`src/rtl/rk8e_dma_break.sv`:
```
// -----------------------------------------------------------------------------
// rk8e_dma_break
//
// Data-break (DMA) engine that sits downstream of the RK8E SD sector engine.
// Each word request (dmaREQ with dmaRD or dmaWR) goes through these steps:
//   1. The block asks the CPU for a data-break slot (break_req).
//   2. Once the CPU is at a break point (break_ok), it runs one 12-bit memory
//      cycle at the 15-bit field+address.
//   3. It returns a one-cycle dmaGNT.
// The block also counts the words completed for each command. It keeps two
// sticky error flags:
//   - proto_err: a request arrived with both directions asserted.
//   - data_late: the break slot was late.
//
// Optional feature (compile-time macro):
//   RK8E_DMA_TIMEOUT_EN  When defined, a WAIT-state watchdog sets data_late
//                        after TIMEOUT_CYCLES consecutive WAIT cycles. The
//                        transfer still completes. When undefined, data_late
//                        is tied low and TIMEOUT_CYCLES is unused.
//
// Parameters:
//   TIMEOUT_CYCLES  WAIT cycles before data_late sets (timeout build only)
//   CNT_W           width of xfer_count (256-word sector + overflow bit)
//
// Ports:
//   clk         in   system clock
//   reset       in   asynchronous, active-high reset
//   clear       in   synchronous IOCLR/CAF: abort to IDLE, clear count + flags
//   count_clr   in   synchronous pulse on DLDC: xfer_count <= 0
//   dmaREQ      in   word request, held high until dmaGNT is seen
//   dmaRD       in   request is memory->disk (memory read)
//   dmaWR       in   request is disk->memory (memory write)
//   dmaADDR     in   [14:0] EMA field + 12-bit word address
//   dmaDOUT     in   [11:0] word from disk, valid with dmaREQ & dmaWR
//   dmaDIN      out  [11:0] word read from memory, valid at dmaGNT
//   dmaGNT      out  one-cycle completion pulse
//   break_req   out  data-break slot request to the CPU
//   break_ok    in   CPU at break point; memory owned by this block
//   mem_addr    out  [14:0] memory address (nonzero only in XFER)
//   mem_wdata   out  [11:0] memory write data (nonzero only in XFER)
//   mem_we      out  one-cycle memory write strobe
//   mem_re      out  one-cycle memory read strobe; mem_rdata valid next cycle
//   mem_rdata   in   [11:0] memory read data
//   xfer_count  out  [CNT_W-1:0] words completed since last count_clr/clear
//   proto_err   out  sticky: dmaRD and dmaWR both high at accept
//   data_late   out  sticky: break not granted within TIMEOUT_CYCLES
// -----------------------------------------------------------------------------
module rk8e_dma_break #(
   parameter int unsigned TIMEOUT_CYCLES = 1024,
   parameter int unsigned CNT_W          = 9
) (
   input  logic             clk,
   input  logic             reset,
   input  logic             clear,
   input  logic             count_clr,
   input  logic             dmaREQ,
   input  logic             dmaRD,
   input  logic             dmaWR,
   input  logic [14:0]      dmaADDR,
   input  logic [11:0]      dmaDOUT,
   output logic [11:0]      dmaDIN,
   output logic             dmaGNT,
   output logic             break_req,
   input  logic             break_ok,
   output logic [14:0]      mem_addr,
   output logic [11:0]      mem_wdata,
   output logic             mem_we,
   output logic             mem_re,
   input  logic [11:0]      mem_rdata,
   output logic [CNT_W-1:0] xfer_count,
   output logic             proto_err,
   output logic             data_late
);

   typedef enum logic [2:0] {
      S_IDLE,
      S_WAIT,
      S_XFER,
      S_RDATA,
      S_GRANT,
      S_RELEASE
   } state_t;

   state_t      state;
   state_t      state_nx;

   // Request captured at accept time. The requester may change its inputs
   // once it sees dmaGNT, so the memory cycle must work from these copies.
   logic [14:0] addr_q;
   logic [11:0] data_q;
   logic        wr_q;
   logic        bad_q;     // dmaRD == dmaWR: no memory cycle, no break taken

   logic        accept;
   assign accept = (state == S_IDLE) && dmaREQ && !clear;

   // ---------------------------------------------------------------------------
   // State register
   // ---------------------------------------------------------------------------
   // NOTE: every clocked process uses non-blocking (<=) assignments so that all
   // registers sample the pre-edge values of each other, independent of
   // process evaluation order.
   always_ff @(posedge clk or posedge reset) begin
      if (reset) begin
         state <= S_IDLE;
      end else begin
         state <= state_nx;
      end
   end

   // ---------------------------------------------------------------------------
   // Next state and Moore outputs
   // ---------------------------------------------------------------------------
   // NOTE: every signal written here gets a default before the case. A path
   // that leaves one unassigned would infer a latch.
   always_comb begin
      state_nx  = state;
      break_req = 1'b0;
      dmaGNT    = 1'b0;
      mem_addr  = '0;
      mem_wdata = '0;
      mem_we    = 1'b0;
      mem_re    = 1'b0;

      case (state)
         S_IDLE: begin
            if (dmaREQ) begin
               // A request without exactly one direction is acknowledged
               // immediately. Otherwise the requester would hang forever.
               state_nx = (dmaRD == dmaWR) ? S_GRANT : S_WAIT;
            end
         end

         S_WAIT: begin
            break_req = 1'b1;
            if (break_ok) begin
               state_nx = S_XFER;
            end
         end

         // From XFER onward the slot is ours. A late drop of break_ok is
         // deliberately ignored so that a memory cycle is never cut in half.
         S_XFER: begin
            break_req = 1'b1;
            mem_addr  = addr_q;
            if (wr_q) begin
               mem_we    = 1'b1;
               mem_wdata = data_q;
               state_nx  = S_GRANT;
            end else begin
               mem_re   = 1'b1;
               state_nx = S_RDATA;
            end
         end

         S_RDATA: begin
            break_req = 1'b1;
            state_nx  = S_GRANT;
         end

         S_GRANT: begin
            break_req = !bad_q;
            dmaGNT    = 1'b1;
            state_nx  = S_RELEASE;
         end

         // Wait for the requester to drop dmaREQ. A request still held high
         // after dmaGNT is the old request, not a new one.
         S_RELEASE: begin
            if (!dmaREQ) begin
               state_nx = S_IDLE;
            end
         end

         default: begin
            state_nx = S_IDLE;
         end
      endcase

      // clear aborts whatever is in flight. Outputs of the current cycle are
      // left alone; from the next cycle the block is idle.
      if (clear) begin
         state_nx = S_IDLE;
      end
   end

   // ---------------------------------------------------------------------------
   // Request capture
   // ---------------------------------------------------------------------------
   always_ff @(posedge clk or posedge reset) begin
      if (reset) begin
         addr_q <= '0;
         data_q <= '0;
         wr_q   <= 1'b0;
         bad_q  <= 1'b0;
      end else if (accept) begin
         addr_q <= dmaADDR;
         data_q <= dmaDOUT;
         wr_q   <= dmaWR;
         bad_q  <= (dmaRD == dmaWR);
      end
   end

   // ---------------------------------------------------------------------------
   // Read data return: the memory presents data the cycle after mem_re, which
   // is always RDATA. The value holds until the next read.
   // ---------------------------------------------------------------------------
   always_ff @(posedge clk or posedge reset) begin
      if (reset) begin
         dmaDIN <= '0;
      end else if (state == S_RDATA) begin
         dmaDIN <= mem_rdata;
      end
   end

   // ---------------------------------------------------------------------------
   // Word counter. A clear in the same cycle as GRANT wins, so the count
   // always restarts from zero for the next command.
   // ---------------------------------------------------------------------------
   always_ff @(posedge clk or posedge reset) begin
      if (reset) begin
         xfer_count <= '0;
      end else if (clear || count_clr) begin
         xfer_count <= '0;
      end else if (state == S_GRANT) begin
         xfer_count <= xfer_count + CNT_W'(1);
      end
   end

   // ---------------------------------------------------------------------------
   // Protocol error flag: sticky until clear or reset. Only the both-high
   // case is an error. Both-low is treated as an empty request.
   // ---------------------------------------------------------------------------
   always_ff @(posedge clk or posedge reset) begin
      if (reset) begin
         proto_err <= 1'b0;
      end else if (clear) begin
         proto_err <= 1'b0;
      end else if (accept && dmaRD && dmaWR) begin
         proto_err <= 1'b1;
      end
   end

   // ---------------------------------------------------------------------------
   // Late-break watchdog
   // ---------------------------------------------------------------------------
`ifdef RK8E_DMA_TIMEOUT_EN
   localparam int unsigned TW = $clog2(TIMEOUT_CYCLES + 1);

   // Counts consecutive WAIT cycles and saturates at TIMEOUT_CYCLES. It holds
   // zero in every other state, so each new wait starts from 0.
   logic [TW-1:0] wait_cnt;

   always_ff @(posedge clk or posedge reset) begin
      if (reset) begin
         wait_cnt  <= '0;
         data_late <= 1'b0;
      end else if (clear) begin
         wait_cnt  <= '0;
         data_late <= 1'b0;
      end else if (state == S_WAIT) begin
         if (wait_cnt != TW'(TIMEOUT_CYCLES)) begin
            wait_cnt <= wait_cnt + TW'(1);
         end
         // wait_cnt equals N-1 during the N-th consecutive WAIT cycle.
         if (wait_cnt == TW'(TIMEOUT_CYCLES - 1)) begin
            data_late <= 1'b1;
         end
      end else begin
         wait_cnt <= '0;
      end
   end
`else
   assign data_late = 1'b0;

   logic unused_timeout;
   assign unused_timeout = (TIMEOUT_CYCLES == 0);
`endif

endmodule

```
`config.mk`:
```
export PLATFORM = sky130hd
export DESIGN_NAME = rk8e_dma_break
export DESIGN_NICKNAME = d
export VERILOG_FILES = /design/src/rtl/rk8e_dma_break.sv
export SDC_FILE = /design/constraint.sdc
export NUM_CORES = 1
export LEC_CHECK = 0
export CAP_MARGIN = 20
export CORE_MARGIN = 2
export CORE_UTILIZATION = 47
export DETAILED_ROUTE_END_ITERATION = 7
export PLACE_DENSITY_LB_ADDON = 0.25
export SYNTH_ARGS = -nofsm -noshare
export SYNTH_HDL_FRONTEND = slang
export SYNTH_SLANG_ARGS = --single-unit
```
`constraint.sdc`:
```
create_clock -name clk -period 2.8 [get_ports clk]
set_input_delay 0.28 -clock clk [delete_from_list [all_inputs] [get_ports clk]]
set_output_delay 0.28 -clock clk [all_outputs]
set_load 0.02 [all_outputs]
```
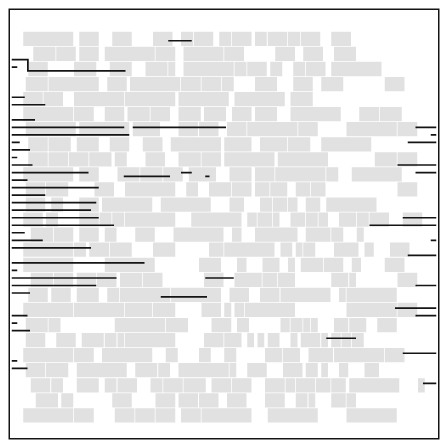
Fig. 1. Metal 3 (run 1).
nets with wire on the layer: 49
share of all routed wire: 6.9%
longest straight run: 23.7 µm

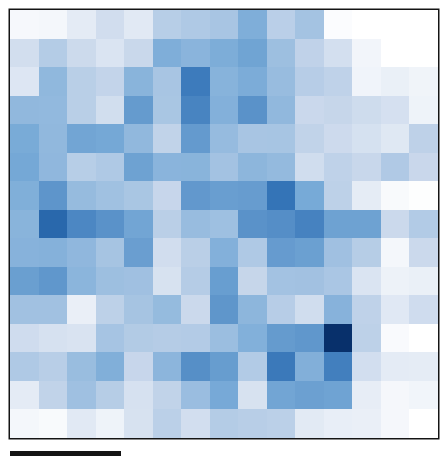
Fig. 2. Wiring heat map (run 1).
The bar under the picture is 20 µm long. The die is cut into 15 by 15 equal tiles; white is low, dark blue is high, scaled to the fullest tile. Values are wire area over tile area, all layers added.
fullest tile: 0.46
mean over tiles: 0.15
emptiest ninth of the die: upper right

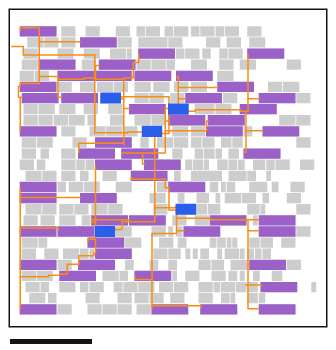
Fig. 3. Clock distribution (run 1).
The bar under the picture is 20 µm long.
[blue] clock-net drivers | count: 5
[orange] clock wires | length: 600 µm
[purple] flip-flops | count: 54
routed clock nets: 6

==> ci_impl_report.md, run 1 <==
## Synthesis and layout report

| Metric | Value |
|---|---|
| Combinational gates | `134` |
| Met1 Use GR | `26.5%` |
| Cell area after layout | `between 3000 and 4000 µm²` |
| Max stage delay on crit path | `610 ps` |
| Gr ovfl total | `0` |
| Hold WC Path Type | `primary input to asynchronous set/reset pin` |
| DRT Pass-1 Iters | `4` |
| Residual DRC | `0` |
| Ys cells | `roughly 210` |
| P_clk | `between 0.4 and 0.5 mW` |
| Synth top cell by count | `dfrtp_1` |
| Sequential share of power | `48.4%` |
| Comb/total area | `29.4%` |
| Clock power share | `18.1%` |
| Clock sink total | `54` |
| Highest Clock Rate | `391 MHz` |
| Reg2reg setup slack | `980 ps` |
| Clock transition at the registers of the reported paths | `90 ps` |
| Share of post-route cells with drive strength above 1 | `18.8%` |
| Well Taps | `70` |
| Worst Setup EP | `mem_addr[0]` |
| Post-synth EDFFs | `0` |
| CTS Hold Bufs | `0` |
| Gpl congestion | `0.767` |
| Tool warning count | `26` |
| Post-synth top area share | `approximately 54%` |
| Hold WS | `172 ps` |
| Number of global-route vias before repair | `1905` |
| Initial antenna violation count | `0` |
| Max FO, Critical Path | `26` |
| #FFs+latches synth | `approximately 54` |
| Post-DP HPWL | `4.15 mm` |
| Routed wl met3 | `387 µm` |
| Status | `complete, no violations` |
| Internal | `~1.7 mW` |
| Final Setup Violations | `0` |
| Final max-slew violation count | `0` |
| Most numerous logic cell after layout | `clkdlybuf4s50_1` |
| CP endpoint kind | `primary output` |
| Area of placed instances | `3590 µm²` |
| DR iter-0 viols | `133` |
| CP max-delay cell | `clkdlybuf4s50_1` |
| Setup_tns | `0 ps` |
| First-pass GRT wire length | `9.38 mm` |
| WP data required | `~2500 ps` |
| Buffering overhead | `28.6%` |
| Comb pwr | `0.813 mW` |
| IO Pins | `101` |
| Synthesis area per yosys | `2520 µm²` |
| Largest class | `sequential cells` |
| Unique cell types | `approximately 40` |
| TritonCTS buffer count | `5` |
| Setup Crit Path Kind | `register to primary output` |
| Area growth syn-to-layout | `46.4%` |
| CTS max path bufs | `2` |
| Row cnt | `26` |
| Width of the chip | `77.3 µm` |
| Clock Network Area Fraction | `2.47%` |
| GRT met3 Usage | `6.12%` |
| Final core utilization | `71.9%` |
| Final #Nets | `around 360` |
| Drt via density | `5.14` |
==> run 2, diff against run 1 <==
- CORE_UTILIZATION: 47 -> 35
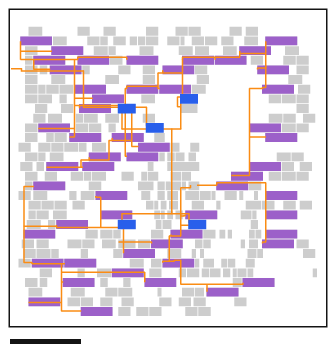
Fig. 4. Clock distribution (run 2).
The bar under the picture is 20 µm long.
[purple] flip-flops | count: 54
[orange] clock wires | length: 685 µm
[blue] clock-net drivers | count: 5
routed clock nets: 6
flops lie: all over the die

==> ci_impl_report.md, run 2 <==
## Synthesis and layout report

| Metric | Value |
|---|---|
| Comb pwr | `0.789 mW` |
| Area of placed instances | `3610 µm²` |
| P_clk | `about 0.49 mW` |
| DR iter-0 viols | `71` |
| Internal | `1.72 mW` |
| CP endpoint kind | `primary output` |
| Hold WS | `between 400 and 500 ps` |
| Tool warning count | `26` |
| Status | `complete, no violations` |
| Grt peak-use layer | `met2` |
| CTS Hold Bufs | `0` |
| Post-DP HPWL | `3.99 mm` |
| Largest class | `sequential cells` |
| Clock transition at the registers of the reported paths | `around 100 ps` |
| Clk root buf | `clkbuf_8` |
| Final #Nets | `353` |
| CTS max path bufs | `2` |
| Number of global-route vias before repair | `1949` |
| Residual DRC | `0` |
| Gpl congestion | `0.798` |
| Final core utilization | `54.1%` |
| Setup_tns | `0 ps` |
| DRT Pass-1 Iters | `4` |
| WL met2 | `2.47 mm` |
| Gr ovfl total | `0` |
| Synthesis area per yosys | `2520 µm²` |
| Well Taps | `96` |
| Synth Area in Compound Gates | `4.76%` |
| Top FF cell, synth | `dfrtp_1` |
| Post-synth top area share | `53.5%` |
| Max FO, Critical Path | `28` |
| Most flops, register | `addr_q` |
| Highest Clock Rate | `between 300 and 400 MHz` |
| Buffering overhead | `27.7%` |
| Area growth syn-to-layout | `47.2%` |
| Drt via density | `4.76` |
| Uppermost layer routed | `met4` |
| Row cnt | `30` |
| Hold WC Path Type | `primary input to asynchronous set/reset pin` |
| First-pass GRT wire length | `9.29 mm` |
| Ys Warns | `0` |
| Syn avg cell area | `about 12 µm²` |
| CP max-delay cell | `dfrtp_1` |
| Most numerous logic cell after layout | `clkdlybuf4s50_1` |
| Routed wire per std cell | `14.0 µm` |
| VDD IR max | `between 0.2 and 0.3 mV` |
| Max stage delay on crit path | `610 ps` |
| Initial antenna violation count | `0` |
| Comb/total area | `29.3%` |
| Syn Inst Count | `209` |
| Logic cell area | `roughly 1100 µm²` |
| Combinational gates | `134` |
| WP data required | `2520 ps` |
| Post-synth EDFFs | `0` |
| Cell area after layout | `3720 µm²` |
| Clock Network Area Fraction | `2.83%` |
| Synth top cell by count | `dfrtp_1` |
| Final min period | `~2500 ps` |
| #FFs+latches synth | `54` |
| Met1 Use GR | `a little over a fifth` |
| Final Setup Violations | `0` |
| Setup Crit Path Kind | `register to primary output` |
| TritonCTS buffer count | `5` |
| Width of the chip | `88.9 µm` |
| Buf/Inv on CP | `2` |
| Final max-slew violation count | `0` |
| GRT met3 Usage | `5.72%` |
| Port buffer count | `99` |
| Ys cells | `209` |
| Worst Setup EP | `mem_wdata[5]` |
| Clock sink total | `54` |
| Routed wl met3 | `approximately 560 µm` |
| Share of post-route cells with drive strength above 1 | `18.6%` |
| IO Pins | `101` |
| Clock power share | `between 15 and 20%` |
| Share of the clock period used by the worst path | `around nine tenths` |
| Cell depth of the worst setup path | `4` |
| Unique cell types | `about 40` |
No activity file was given, so power comes from the tool's default toggle rates.
